run_1/clock_wires.png
The bar under the picture is 20 um long.
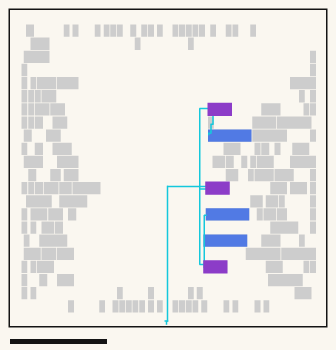
run_1/util_map.png
7 x 7 tiles, from white (low) to dark blue (high), 0 to 100% covered.
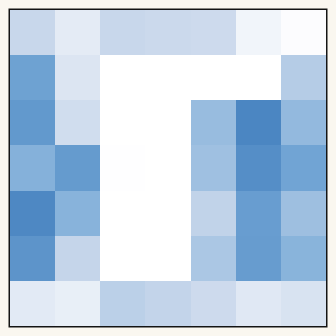
run_1/m3.png
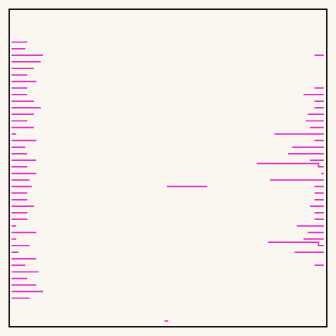
[config.mk]
export PLATFORM = sky130hd
export DESIGN_NAME = hazard_flush_ctrl
export DESIGN_NICKNAME = d
export VERILOG_FILES = /design/src/rtl/hazard_pkg.sv /design/src/rtl/hazard_load_use_detect.sv /design/src/rtl/hazard_flush_ctrl.sv
export SDC_FILE = /design/constraint.sdc
export NUM_CORES = 1
export LEC_CHECK = 0
export CORE_MARGIN = 2
export CORE_UTILIZATION = 24
export DETAILED_ROUTE_END_ITERATION = 6
export HOLD_SLACK_MARGIN = 0.03
export PLACE_DENSITY = 0.78
export SYNTH_ARGS = -nofsm -noshare
export SYNTH_HDL_FRONTEND = slang
export SYNTH_SLANG_ARGS = --single-unit
export TNS_END_PERCENT = 5
[constraint.sdc]
create_clock -name clk -period 1.3 [get_ports clk]
set_input_delay 0.195 -clock clk [delete_from_list [all_inputs] [get_ports clk]]
set_output_delay 0.195 -clock clk [all_outputs]
set_load 0.05 [all_outputs]
[src/rtl/hazard_pkg.sv]
// Shared types and constants for the pipeline hazard/flush controller.
package hazard_pkg;

    typedef enum logic [1:0] {
        RUN      = 2'd0,
        IRQ_ARM  = 2'd1,
        IRQ_TAKE = 2'd2
    } hz_state_t;

    localparam logic [4:0] REG_ZERO = 5'd0;

    localparam int CNT_W_DEF     = 32;
    localparam int IRQ_CNT_W_DEF = 16;

endpackage

[src/rtl/hazard_load_use_detect.sv]
// Combinational load-use detector: the EX load targets a register the ID instruction reads.
module hazard_load_use_detect
    import hazard_pkg::*;
(
    input  logic [4:0] id_rs,
    input  logic [4:0] id_rt,
    input  logic       id_uses_rs,
    input  logic       id_uses_rt,
    input  logic       ex_memrd,
    input  logic [4:0] ex_rt,
    output logic       load_use
);

    logic rs_hit;
    logic rt_hit;

    assign rs_hit   = id_uses_rs && (id_rs == ex_rt);
    assign rt_hit   = id_uses_rt && (id_rt == ex_rt);
    // A load into $zero never produces a value, so it can never stall.
    assign load_use = ex_memrd && (ex_rt != REG_ZERO) && (rs_hit || rt_hit);

endmodule

[src/rtl/hazard_flush_ctrl.sv]
// Hazard and flush controller for the five-stage datapath: load-use stalls, branch/jump
// flushes and interrupt entry. Define HAZARD_PERF_CNT_EN to build the performance counters.
module hazard_flush_ctrl
    import hazard_pkg::*;
#(
    parameter int CNT_W     = CNT_W_DEF,
    parameter int IRQ_CNT_W = IRQ_CNT_W_DEF
) (
    input  logic                 clk,
    input  logic                 reset,
    input  logic [4:0]           id_rs,
    input  logic [4:0]           id_rt,
    input  logic                 id_uses_rs,
    input  logic                 id_uses_rt,
    input  logic                 id_jump,
    input  logic                 id_branch,
    input  logic                 id_kernel,
    input  logic                 ex_memrd,
    input  logic [4:0]           ex_rt,
    input  logic                 ex_branch_taken,
    input  logic                 irq,
    output logic                 pc_write,
    output logic                 ifid_write,
    output logic                 ifid_flush,
    output logic                 idex_flush,
    output logic                 irq_take,
    output logic [CNT_W-1:0]     stall_cnt,
    output logic [CNT_W-1:0]     flush_cnt,
    output logic [IRQ_CNT_W-1:0] irq_cnt,
    output logic [1:0]           state_dbg
);

    hz_state_t state;
    hz_state_t state_nxt;
    logic      irq_pending;
    logic      load_use;
    logic      hz_active;
    logic      clean_window;
    logic      do_stall;
    logic      ctrl_flush;

    hazard_load_use_detect u_lu (
        .id_rs      (id_rs),
        .id_rt      (id_rt),
        .id_uses_rs (id_uses_rs),
        .id_uses_rt (id_uses_rt),
        .ex_memrd   (ex_memrd),
        .ex_rt      (ex_rt),
        .load_use   (load_use)
    );

    assign hz_active    = (state == RUN) || (state == IRQ_ARM);
    assign clean_window = !ex_branch_taken && !load_use && !id_jump && !id_branch && !id_kernel;
    assign do_stall     = hz_active && load_use && !ex_branch_taken;
    assign ctrl_flush   = (hz_active && (ex_branch_taken || (id_jump && !load_use)))
                        || (state == IRQ_TAKE);
    assign state_dbg    = state;

    always_ff @(posedge clk or negedge reset) begin
        if (!reset) begin
            state <= RUN;
        end else begin
            state <= state_nxt;
        end
    end

    // Clearing on the TAKE exit wins over a same-edge set from a still-high irq.
    always_ff @(posedge clk or negedge reset) begin
        if (!reset) begin
            irq_pending <= 1'b0;
        end else if (state == IRQ_TAKE) begin
            irq_pending <= 1'b0;
        end else if (irq && !id_kernel) begin
            irq_pending <= 1'b1;
        end
    end

    always_comb begin
        state_nxt = state;
        case (state)
            RUN:      if (irq_pending) state_nxt = IRQ_ARM;
            IRQ_ARM:  if (clean_window) state_nxt = IRQ_TAKE;
            IRQ_TAKE: state_nxt = RUN;
            default:  state_nxt = RUN;
        endcase
    end

    always_comb begin
        pc_write   = 1'b1;
        ifid_write = 1'b1;
        ifid_flush = 1'b0;
        idex_flush = 1'b0;
        irq_take   = 1'b0;
        case (state)
            RUN, IRQ_ARM: begin
                if (ex_branch_taken) begin
                    ifid_flush = 1'b1;
                    idex_flush = 1'b1;
                end else if (load_use) begin
                    pc_write   = 1'b0;
                    ifid_write = 1'b0;
                    idex_flush = 1'b1;
                end else if (id_jump) begin
                    ifid_flush = 1'b1;
                end
            end
            IRQ_TAKE: begin
                irq_take   = 1'b1;
                ifid_flush = 1'b1;
                idex_flush = 1'b1;
            end
            default: ;
        endcase
    end

`ifdef HAZARD_PERF_CNT_EN
    logic [CNT_W-1:0]     stall_cnt_q;
    logic [CNT_W-1:0]     flush_cnt_q;
    logic [IRQ_CNT_W-1:0] irq_cnt_q;

    // All counters hold at all-ones instead of wrapping.
    always_ff @(posedge clk or negedge reset) begin
        if (!reset) begin
            stall_cnt_q <= '0;
            flush_cnt_q <= '0;
            irq_cnt_q   <= '0;
        end else begin
            if (do_stall && (stall_cnt_q != '1)) stall_cnt_q <= stall_cnt_q + CNT_W'(1);
            if (ctrl_flush && (flush_cnt_q != '1)) flush_cnt_q <= flush_cnt_q + CNT_W'(1);
            if ((state == IRQ_TAKE) && (irq_cnt_q != '1)) irq_cnt_q <= irq_cnt_q + IRQ_CNT_W'(1);
        end
    end

    assign stall_cnt = stall_cnt_q;
    assign flush_cnt = flush_cnt_q;
    assign irq_cnt   = irq_cnt_q;
`else
    logic unused_cnt;
    assign unused_cnt = do_stall ^ ctrl_flush;
    assign stall_cnt  = '0;
    assign flush_cnt  = '0;
    assign irq_cnt    = '0;
`endif

endmodule
==> impl_metrics.tcl, run 1 <==
# metrics dict for downstream scripts
set metrics [dict create \
    met1_usage 0.0426 \
    grt_pass1_vias 546 \
    ys_warn_count 0 \
    totalWireLength_um 1610 \
    die_x_um 65.5 \
    cp-startpoint "ex_rt[2]" \
    syn_area_per_cell_sq_um 7.69 \
    critPathBufInv 2 \
    ys_cells 118 \
    overflow 0 \
    cts-root-buf "clkbuf_8" \
    fmax_ghz 0.566 \
    slowest_stage "or4_4" \
    path_max_fanout 4 \
    min_period_ns 1.77 \
    max_stage_delay_ns 0.54 \
    first_pass_iters 2 \
    grt_usage 0.0707 \
    maxCapViolCount 0 \
    p_switching_uw 664 \
    setup_violations 4 \
    worstSetupEndpointType "output port" \
    dp_hpwl_um 1470 \
    endpoint "idex_flush" \
    cts_made_buffers 3 \
    violations "negative setup slack" \
    ir_worst_vdd_mv 0.274 \
    clockBufferDepth 2 \
    nFillCells 403 \
    post-route-drc-count 0 \
    status "complete, but fails checks" \
    setup_ws_ns -0.468 \
    worstPathRequired_ns 1.11 \
    hold_viol_final 0 \
    via_count 639 \
    startpoint_type "input pin" \
    core_sq_mm 0.00366 \
]
## Picture notes: clock_wires.png
legend:
  purple:
    item: clock-net drivers
    count: 3
  blue:
    item: flip-flops
    count: 3
  cyan:
    item: clock wires
    length: 101 um
routed clock nets: 4
Latency at later pin: 0.21 ns
Clk power: 266 uW
Clock power frac: 0.242
Setup Skew: 0.000776 ns

## Picture notes: util_map.png
emptiest ninth of the die: middle
densest ninth of the die: right middle
nearly empty tiles: 27%
fullest tile: 65%

## Picture notes: m3.png
wire length on this layer: 268 um
main direction: horizontal
nets with wire on the layer: 69

## run 1: power groups by stage
stage | logic (mW) | registers (mW) | clock network, mW
finish | 0.735 | 0.100 | 0.266
global route | 0.763 | 0.101 | 0.294
detailed placement | 0.728 | 0.101 | 0
CTS | 0.723 | 0.100 | 0.278
floorplan | 0.759 | 0.112 | 0
global placement | 0.723 | 0.101 | 0
## run 1: worst register-to-register path: stages, from the launching register on
cell and delay [ns]:
dfrtp_1 0.41, buf_6 0.14, nor2b_4 0.16, nor2_1 0.06
## run 1: layout by cell type, fill, tap and decap left out, drive strengths merged
cell | synthesis | final
clkdlybuf4s50 | 0 | 10
conb | 1 | 80
o31a | 1 | 1
or4 | 1 | 1
nor4 | 3 | 3
nand3 | 2 | 2
nor3 | 1 | 1
o21ai | 1 | 1
o31ai | 1 | 1
clkdlybuf4s15 | 0 | 1
xnor2 | 2 | 2
nand2 | 3 | 3
clkbuf | 0 | 5
o21a | 1 | 1
dfrtp | 3 | 3
xor2 | 8 | 8
nor2 | 4 | 4
dlymetal6s2s | 0 | 1
buf | 81 | 26
nor2b | 1 | 1
inv | 1 | 1
a21oi | 3 | 3
## run 1: metal layers
metal  vias to the layer above  routed length [um]
met5                         -                   0
met4                         0                  27
met3                         2                 268
met2                        70                 987
met1                       276                 322
li1                        291                   -
## run 1: registers in the layout, summed over array words and instances, names as in the netlist
| signal | cells |
|---|---|
| irq_pending | 1 |
| state_dbg | 2 |
## run 1: synthesized netlist by cell type
cell type / instances / share of area
a21oi_1: 2 / 0.011
nand3_1: 2 / 0.011
o21ai_2: 1 / 0.0097
xor2_1: 8 / 0.077
nor4_1: 3 / 0.021
nor2b_1: 1 / 0.0069
nor3_1: 1 / 0.0055
o21a_1: 1 / 0.0083
conb_1: 1 / 0.0041
inv_1: 1 / 0.0041
buf_4: 81 / 0.67
dfrtp_1: 3 / 0.083
xnor2_1: 2 / 0.019
a21oi_2: 1 / 0.0097
o31a_1: 1 / 0.0097
or4_4: 1 / 0.012
nand2_1: 3 / 0.012
nor2_1: 4 / 0.017
o31ai_1: 1 / 0.0083
## run 1: metrics by stage
stage	area (sq um)	util	power, mW	std cells
after global routing	1180	0.322	1.16	207
after global placement	1090	0.297	0.823	201
after floorplan	1240	-	0.871	197
after CTS	1120	0.307	1.10	205
final	1180	0.322	1.10	207
after detailed placement	1090	0.297	0.829	201
## run 1: layout make-up
type | count | area, sq um | share of cell area
Clock buffer | 4 | 45.0 | 0.0382
Sequential cell | 3 | 75.1 | 0.0636
Multi-Input combinational cell | 112 | 573 | 0.486
Tap cell | 48 | 60.1 | 0.0509
Inverter | 1 | 3.75 | 0.00318
Timing Repair Buffer | 39 | 423 | 0.358
## run 1: cells by family (layout without fill, tap and decap cells)
group                  Yosys count  after routing  share of synthesized area
XOR/XNOR                        10             10                     0.0966
other                            1             80                    0.00413
AND/OR/NAND/NOR                 15             15                     0.0855
buffers and inverters           82             44                      0.674
AND-OR/OR-AND                    7              7                     0.0566
flip-flops                       3              3                     0.0828
## run 1: what timing repair did
item	4_1_cts	5_1_grt
cloned	0	0
endpoints found under the setup margin	7	7
setup buffers	0	2
pin swaps	16	6
hold buffers	0	0
gates resized	57	12
## Run 2: what changed since run 1
Settings changed: PLACE_DENSITY 0.78 to 0.79.
run_2/placed.png
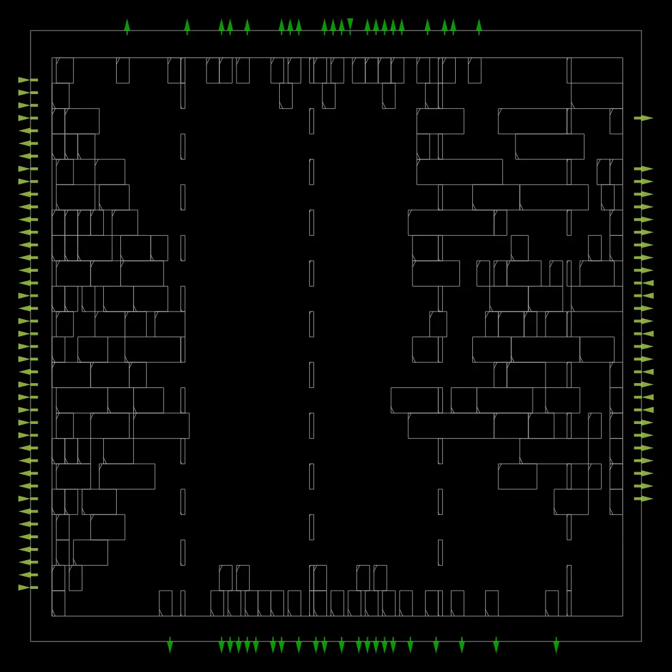
Flops: 3
Seq area share: 0.0633

run_2/clock_wires.png
The bar under the picture is 20 um long.
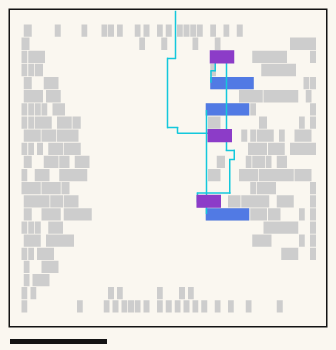
legend:
  cyan:
    item: clock wires
    length: 111 um
  blue:
    item: flip-flops
    count: 3
  purple:
    item: clock-net drivers
    count: 3
routed clock nets: 4
Latency at later pin: 0.22 ns
Setup Skew: 0.00226 ns
Clk power: 273 uW
Clock power frac: 0.246

==> run 2 against run 1 <==
Compared with the run above: first-iteration DRC count grew 100%; sequential share of layout area is essentially flat; global-route usage shrank 0.13 points; clock skew grew 0.0015 ns; flip-flop count is the same; synthesized cell count is the same; the flow still finishes with violations (negative setup slack); area after synthesis is the same.
==> impl_metrics.tcl, run 2 <==
# metrics dict for downstream scripts
set metrics [dict create \
    path_clk_slew_ns 0.03 \
    n_antenna_cell 0 \
    syn_area_per_cell_sq_um 7.69 \
    setup_violations 4 \
    ys_cells 118 \
    nFillCells 406 \
    core_sq_mm 0.00366 \
    dpl.cell_count 201 \
    area.combinational_sq_um 573 \
    via_per_inst 3.06 \
    die_height_um 65.5 \
    overflow 0 \
    path_max_fanout 4 \
    flop_cell "dfrtp_1" \
    finalPower_mw 1.11 \
    p_switching_uw 670 \
    layout_top_cell "conb_1" \
    most_common_cell "buf_4" \
    cts_made_buffers 3 \
    flop_area_sq_um 75.1 \
    worstPathRequired_ns 1.11 \
    instances_no_fill 208 \
    cts-root-buf "clkbuf_8" \
    min_period_ns 1.77 \
    top_cell_area_share 0.670 \
    post-route-drc-count 0 \
    numSynthFlops 3 \
    largest_reg_flops 2 \
    drt-met1-wl_um 381 \
    synth.top_cells.by_count "81 x buf_4, 8 x xor2_1, 4 x nor2_1" \
    violations "negative setup slack" \
    synthTopCellsByArea "buf_4 67%, dfrtp_1 8.3%, xor2_1 7.7%" \
    first_pass_iters 2 \
    die_x_um 65.5 \
    setup_tns_ns -1.79 \
    maxCapViolCount 0 \
    fin_area_sq_mm 0.00119 \
    async_reset_ff_frac 1.00 \
    clockBufferDepth 2 \
    grt_pass1_vias 513 \
    rsz0062_at_grt "true" \
    via_count 637 \
    fmax_ghz 0.564 \
    status "complete, but fails checks" \
    dp_hpwl_um 1450 \
    place_area_sq_mm 0.00109 \
    grt_usage 0.0693 \
    setup_ws_ns -0.474 \
    edf_count 0 \
    p_leak_nw 0.616 \
    totalWireLength_um 1630 \
    startpoint_type "input pin" \
    lay_top_cells "80 x conb_1, 11 x clkdlybuf4s50_1, 7 x xor2_1, 6 x buf_6" \
    portBuffers 31 \
    met2_length_um 963 \
    top_layer_used "met4" \
    worstSetupEndpointType "output port" \
    hold_viol_final 0 \
    ys_warn_count 0 \
    dr_wl_met3_um 262 \
    ir_worst_vdd_mv 0.280 \
    synth.largest_area_cell "buf_4" \
]
==> run 2: worst paths after layout <==
check,start,end,slack (ns),depth (start not counted)
min reg2reg,irq_pending,irq_pending,0.51,2
min,reset,state_dbg[0],0.17,1
max reg2reg,state_dbg[1],irq_pending,0.40,3
max in group asynchronous,reset,irq_pending,0.97,1
min in group clk,irq_pending,irq_pending,0.51,2
max,ex_rt[4],idex_flush,-0.47,6
==> run 2: final cells by class <==
class / instances / share of cell area
Clock buffer: 4 / 0.0380
Sequential cell: 3 / 0.0633
Inverter: 1 / 0.00316
Timing Repair Buffer: 40 / 0.362
Multi-Input combinational cell: 112 / 0.483
Tap cell: 48 / 0.0506
==> run 2: logic make-up (layout without fill, tap and decap cells) <==
family                    count (synthesis)  after routing  share of synthesized area
and+or+nand+nor                          15             15                     0.0855
other                                     1             80                    0.00413
AOI/OAI and AO/OA                         7              7                     0.0566
xor gates and xnor gates                 10             10                     0.0966
DFF                                       3              3                     0.0828
buffers and inverters                    82             45                      0.674
==> run 2: timing repair <==
action | CTS | global route
endpoints found under the setup margin | 7 | 7
setup buffers | 3 | 0
endpoints found under the hold margin | 0 | 0
gates resized | 54 | 4
hold buffers | 0 | 0
pin swaps | 10 | 5
==> run 2: metrics by stage <==
step	util	setup slack [ns]	hold WS (ns)
after floorplan	-	-0.259	-0.101
after global placement	0.297	-0.837	0.383
after detailed placement	0.297	-0.850	0.403
after CTS	0.322	-0.511	0.172
after global routing	0.324	-0.562	0.177
final	0.324	-0.474	0.171
==> run 2: critical path: stages <==
cell     delay (ns)
buf_8          0.09
or4_4          0.53
o21ai_4        0.16
a21oi_4        0.07
o31a_2         0.37
buf_12         0.15
==> run 2: power groups by stage <==
stage / Sequential, mW / Combinational [mW] / Clock, mW
floorplan: 0.112 / 0.759 / 0
global placement: 0.101 / 0.722 / 0
detailed placement: 0.101 / 0.727 / 0
CTS: 0.100 / 0.731 / 0.283
global route: 0.101 / 0.764 / 0.294
finish: 0.100 / 0.736 / 0.273
==> run 2: routing by layer <==
layer	up-vias	track usage
met2	73	0.148
met4	0	0.0625
met5	-	0
met1	267	0.0469
met3	4	0.0137
li1	293	-
## Run 3: what changed since run 2
Settings changed: CORE_UTILIZATION 24 to 29, PLACE_DENSITY 0.79 to 0.89, SYNTH_HIERARCHICAL from default to 1.
Clock period 1.3 ns to 2.25 ns, I/O delays scaled along.
run_3/placed.png
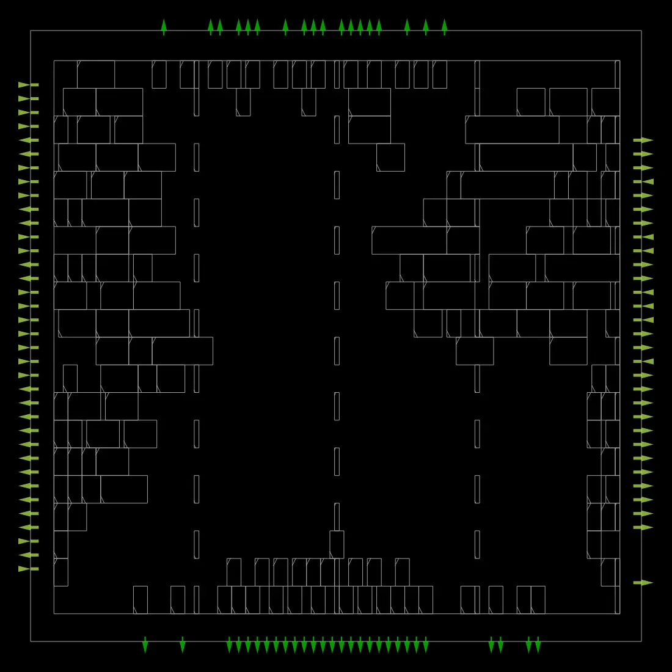
# Taps: 44
Post-Layout Cell Count: 198
core box area: 0.00303 sq mm
fillers: 322

run_3/util_map.png
6 x 6 tiles, from white (low) to dark blue (high), 0 to 100% covered.
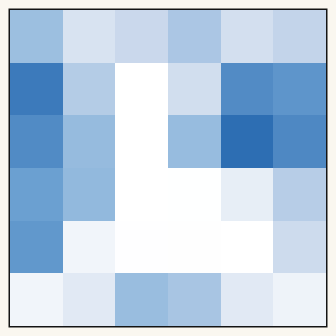
fullest tile: 75%
mean over tiles: 29%
densest ninth of the die: left middle
tiles over 75% full: 2.8%
Finished Core Util: 0.359
Starting Density: 0.301

==> run 3 against run 2 <==
Compared with the run above: the flow now finishes without violations; final cell count is 4.8% lower; flip-flop count stayed put; combinational power is 45% lower; hold slack better by 0.12 ns; die area is 16% lower; worst setup slack better by 0.53 ns; clock-buffer cell count stayed put; routed wire length is 8.0% lower; total power is 49% lower; synthesized cell count is 0.85% lower; area after synthesis is 0.55% higher; sequential share of layout area is 0.58 points higher; critical endpoint is now ifid_flush; largest cell class unchanged.
==> impl_metrics.tcl, run 3 <==
# metrics dict for downstream scripts
set metrics [dict create \
    status "finished clean" \
    place_area_sq_mm 0.00101 \
    setup_violations 0 \
    final.setup_skew_ns 0.00266 \
    most_common_cell "buf_4" \
    path_clk_slew_ns 0.04 \
    whs_ns 0.289 \
    lay_top_cells "80 x conb_1, 14 x clkdlybuf4s50_1, 7 x xor2_1, 6 x dlygate4sd2_1" \
    flop_cell "dfrtp_1" \
    cts_sinks 3 \
    via_count 629 \
    met1_usage 0.0642 \
    totalWireLength_um 1500 \
    ys_cells 117 \
    worstPathRequired_ns 1.91 \
    maxCapViolCount 0 \
    syn_inst 117 \
    ys_warn_count 6 \
    edf_count 0 \
    p_leak_nw 0.598 \
    postRouteAntennaNets 0 \
    period_used_share 0.977 \
    min_period_ns 2.20 \
    cts_made_buffers 3 \
    async_reset_ff_frac 1.00 \
    finalPower_uw 561 \
    die_x_um 60.1 \
    postCtsHoldBufs 0 \
    syn_area_per_cell_sq_um 7.80 \
    regToRegEndpoint "state_dbg[0]" \
    tightestPinTransition_ns 0.505 \
    synth.top_cells.by_count "81 x buf_4, 8 x xor2_1, 3 x a21oi_1, 3 x dfrtp_1" \
    clockBufferDepth 2 \
    startpoint_type "input pin" \
    grt_usage 0.0676 \
    cts_tree "yes" \
    r2r_start "state_dbg[0]" \
    insertion_delay_ns 0.23 \
    fin_area_sq_mm 0.00109 \
    timing.reg2reg.setup_slack_ns 1.33 \
    fmax_ghz 0.455 \
    dp_hpwl_um 1290 \
    max_stage_delay_ns 0.53 \
    syn_to_final_growth_pct 19.2 \
    synthTopCellsByArea "buf_4 67%, dfrtp_1 8.2%, xor2_1 7.7%" \
    io_pins 112 \
    numSynthFlops 3 \
    grt_max_degree 9 \
    overflow 0 \
    largest_reg_flops 2 \
    gr-usage-met2 0.140 \
    ff2ff_path_depth 2 \
    rsz0062_at_grt "false" \
    path_cells "dlygate4sd2_1, or4_4, o21ai_2, a21oi_4, nand2b_4, a22oi_2, buf_12" \
    die_height_um 60.1 \
    post-route-drc-count 0 \
    layout_top_cell "conb_1" \
    cts-root-buf "clkbuf_4" \
    p_per_area_mw_per_mm2 516 \
    n_antenna_cell 0 \
    slowest_stage "or4_4" \
    finalMaxSlewViolations 0 \
    top_cell_area_share 0.667 \
    gp_congestion 0.669 \
    ir_worst_vdd_mv 0.177 \
    hold_viol_final 0 \
    flop_area_sq_um 75.1 \
    met3_usage 0.0152 \
    worstSetupEndpointType "output port" \
    grt_busiest_layer "met2" \
    first_pass_iters 2 \
    portBuffers 31 \
    grt_pass1_vias 473 \
    synth.largest_area_cell "buf_4" \
    worst_hold_path_type "input pin to asynchronous set/reset pin" \
    path_max_fanout 3 \
    area.combinational_sq_um 572 \
    grt_pass1_wl_um 1840 \
    via_per_inst 3.18 \
]
==> run 3: cell type report <==
class                      instances  share of cell area
inverter                           1             0.00345
multi-input combinational        111               0.526
tap                               44              0.0506
sequential                         3              0.0690
clock buffer                       4              0.0242
timing repair buffer              35               0.327
==> run 3: power breakdown <==
| group | internal (mW) | switching [mW] |
|---|---|---|
| Combinational | 0.0637 | 0.342 |
| Sequential | 0.0561 | 0.00344 |
| Clock | 0.0666 | 0.0298 |
==> run 3: kinds of logic (layout without fill, tap and decap cells) <==
logic type,after synthesis,in the layout,share of synthesized area
flops,3,3,0.0823
xor+xnor,10,10,0.0960
other cells,1,80,0.00411
compound gates,6,6,0.0384
buf+inv,82,40,0.671
simple gates,15,15,0.108
==> run 3: timing repair <==
action,CTS,global route
endpoints found under the setup margin,4,4
gates resized,17,12
pin swaps,9,7
setup buffers,1,0
==> run 3: how the worst max path moves through the flow <==
stage / start / endpoint / slack, ns / cells past startpoint
2_1_floorplan: ex_rt[0] / idex_flush / -0.04 / 6
3_3_place_gp: ex_rt[0] / idex_flush / -0.23 / 8
6_report: ex_rt[4] / ifid_flush / 0.05 / 7
5_1_grt: ex_rt[4] / ifid_flush / 0.001 / 7
4_1_cts: id_rs[1] / ifid_flush / 0.01 / 8
3_5_place_dp: ex_rt[1] / idex_flush / -0.27 / 8
==> run 3: per-stage QoR <==
step / std cells / setup TNS, ns / setup WS [ns] / util
final: 198 / 0 / 0.0518 / 0.359
after global routing: 198 / 0 / 0.00108 / 0.359
after CTS: 198 / 0 / 0.0142 / 0.351
after detailed placement: 193 / -1.03 / -0.266 / 0.333
after global placement: 193 / -0.848 / -0.230 / 0.333
after floorplan: 196 / -0.0445 / -0.0445 / -
==> run 3: worst max-delay path: cells and delay by family <==
family                 cells  cell delay, ns
AND/OR/NAND/NOR            2            0.67
buffers and inverters      2            0.44
AND-OR/OR-AND              3            0.42
==> run 3: per-layer routing <==
layer	wire length, um	share of wire
met5	0	0
met4	0	0
met3	227	0.15
met2	843	0.56
met1	429	0.29
Power and IR drop assume default switching activity.
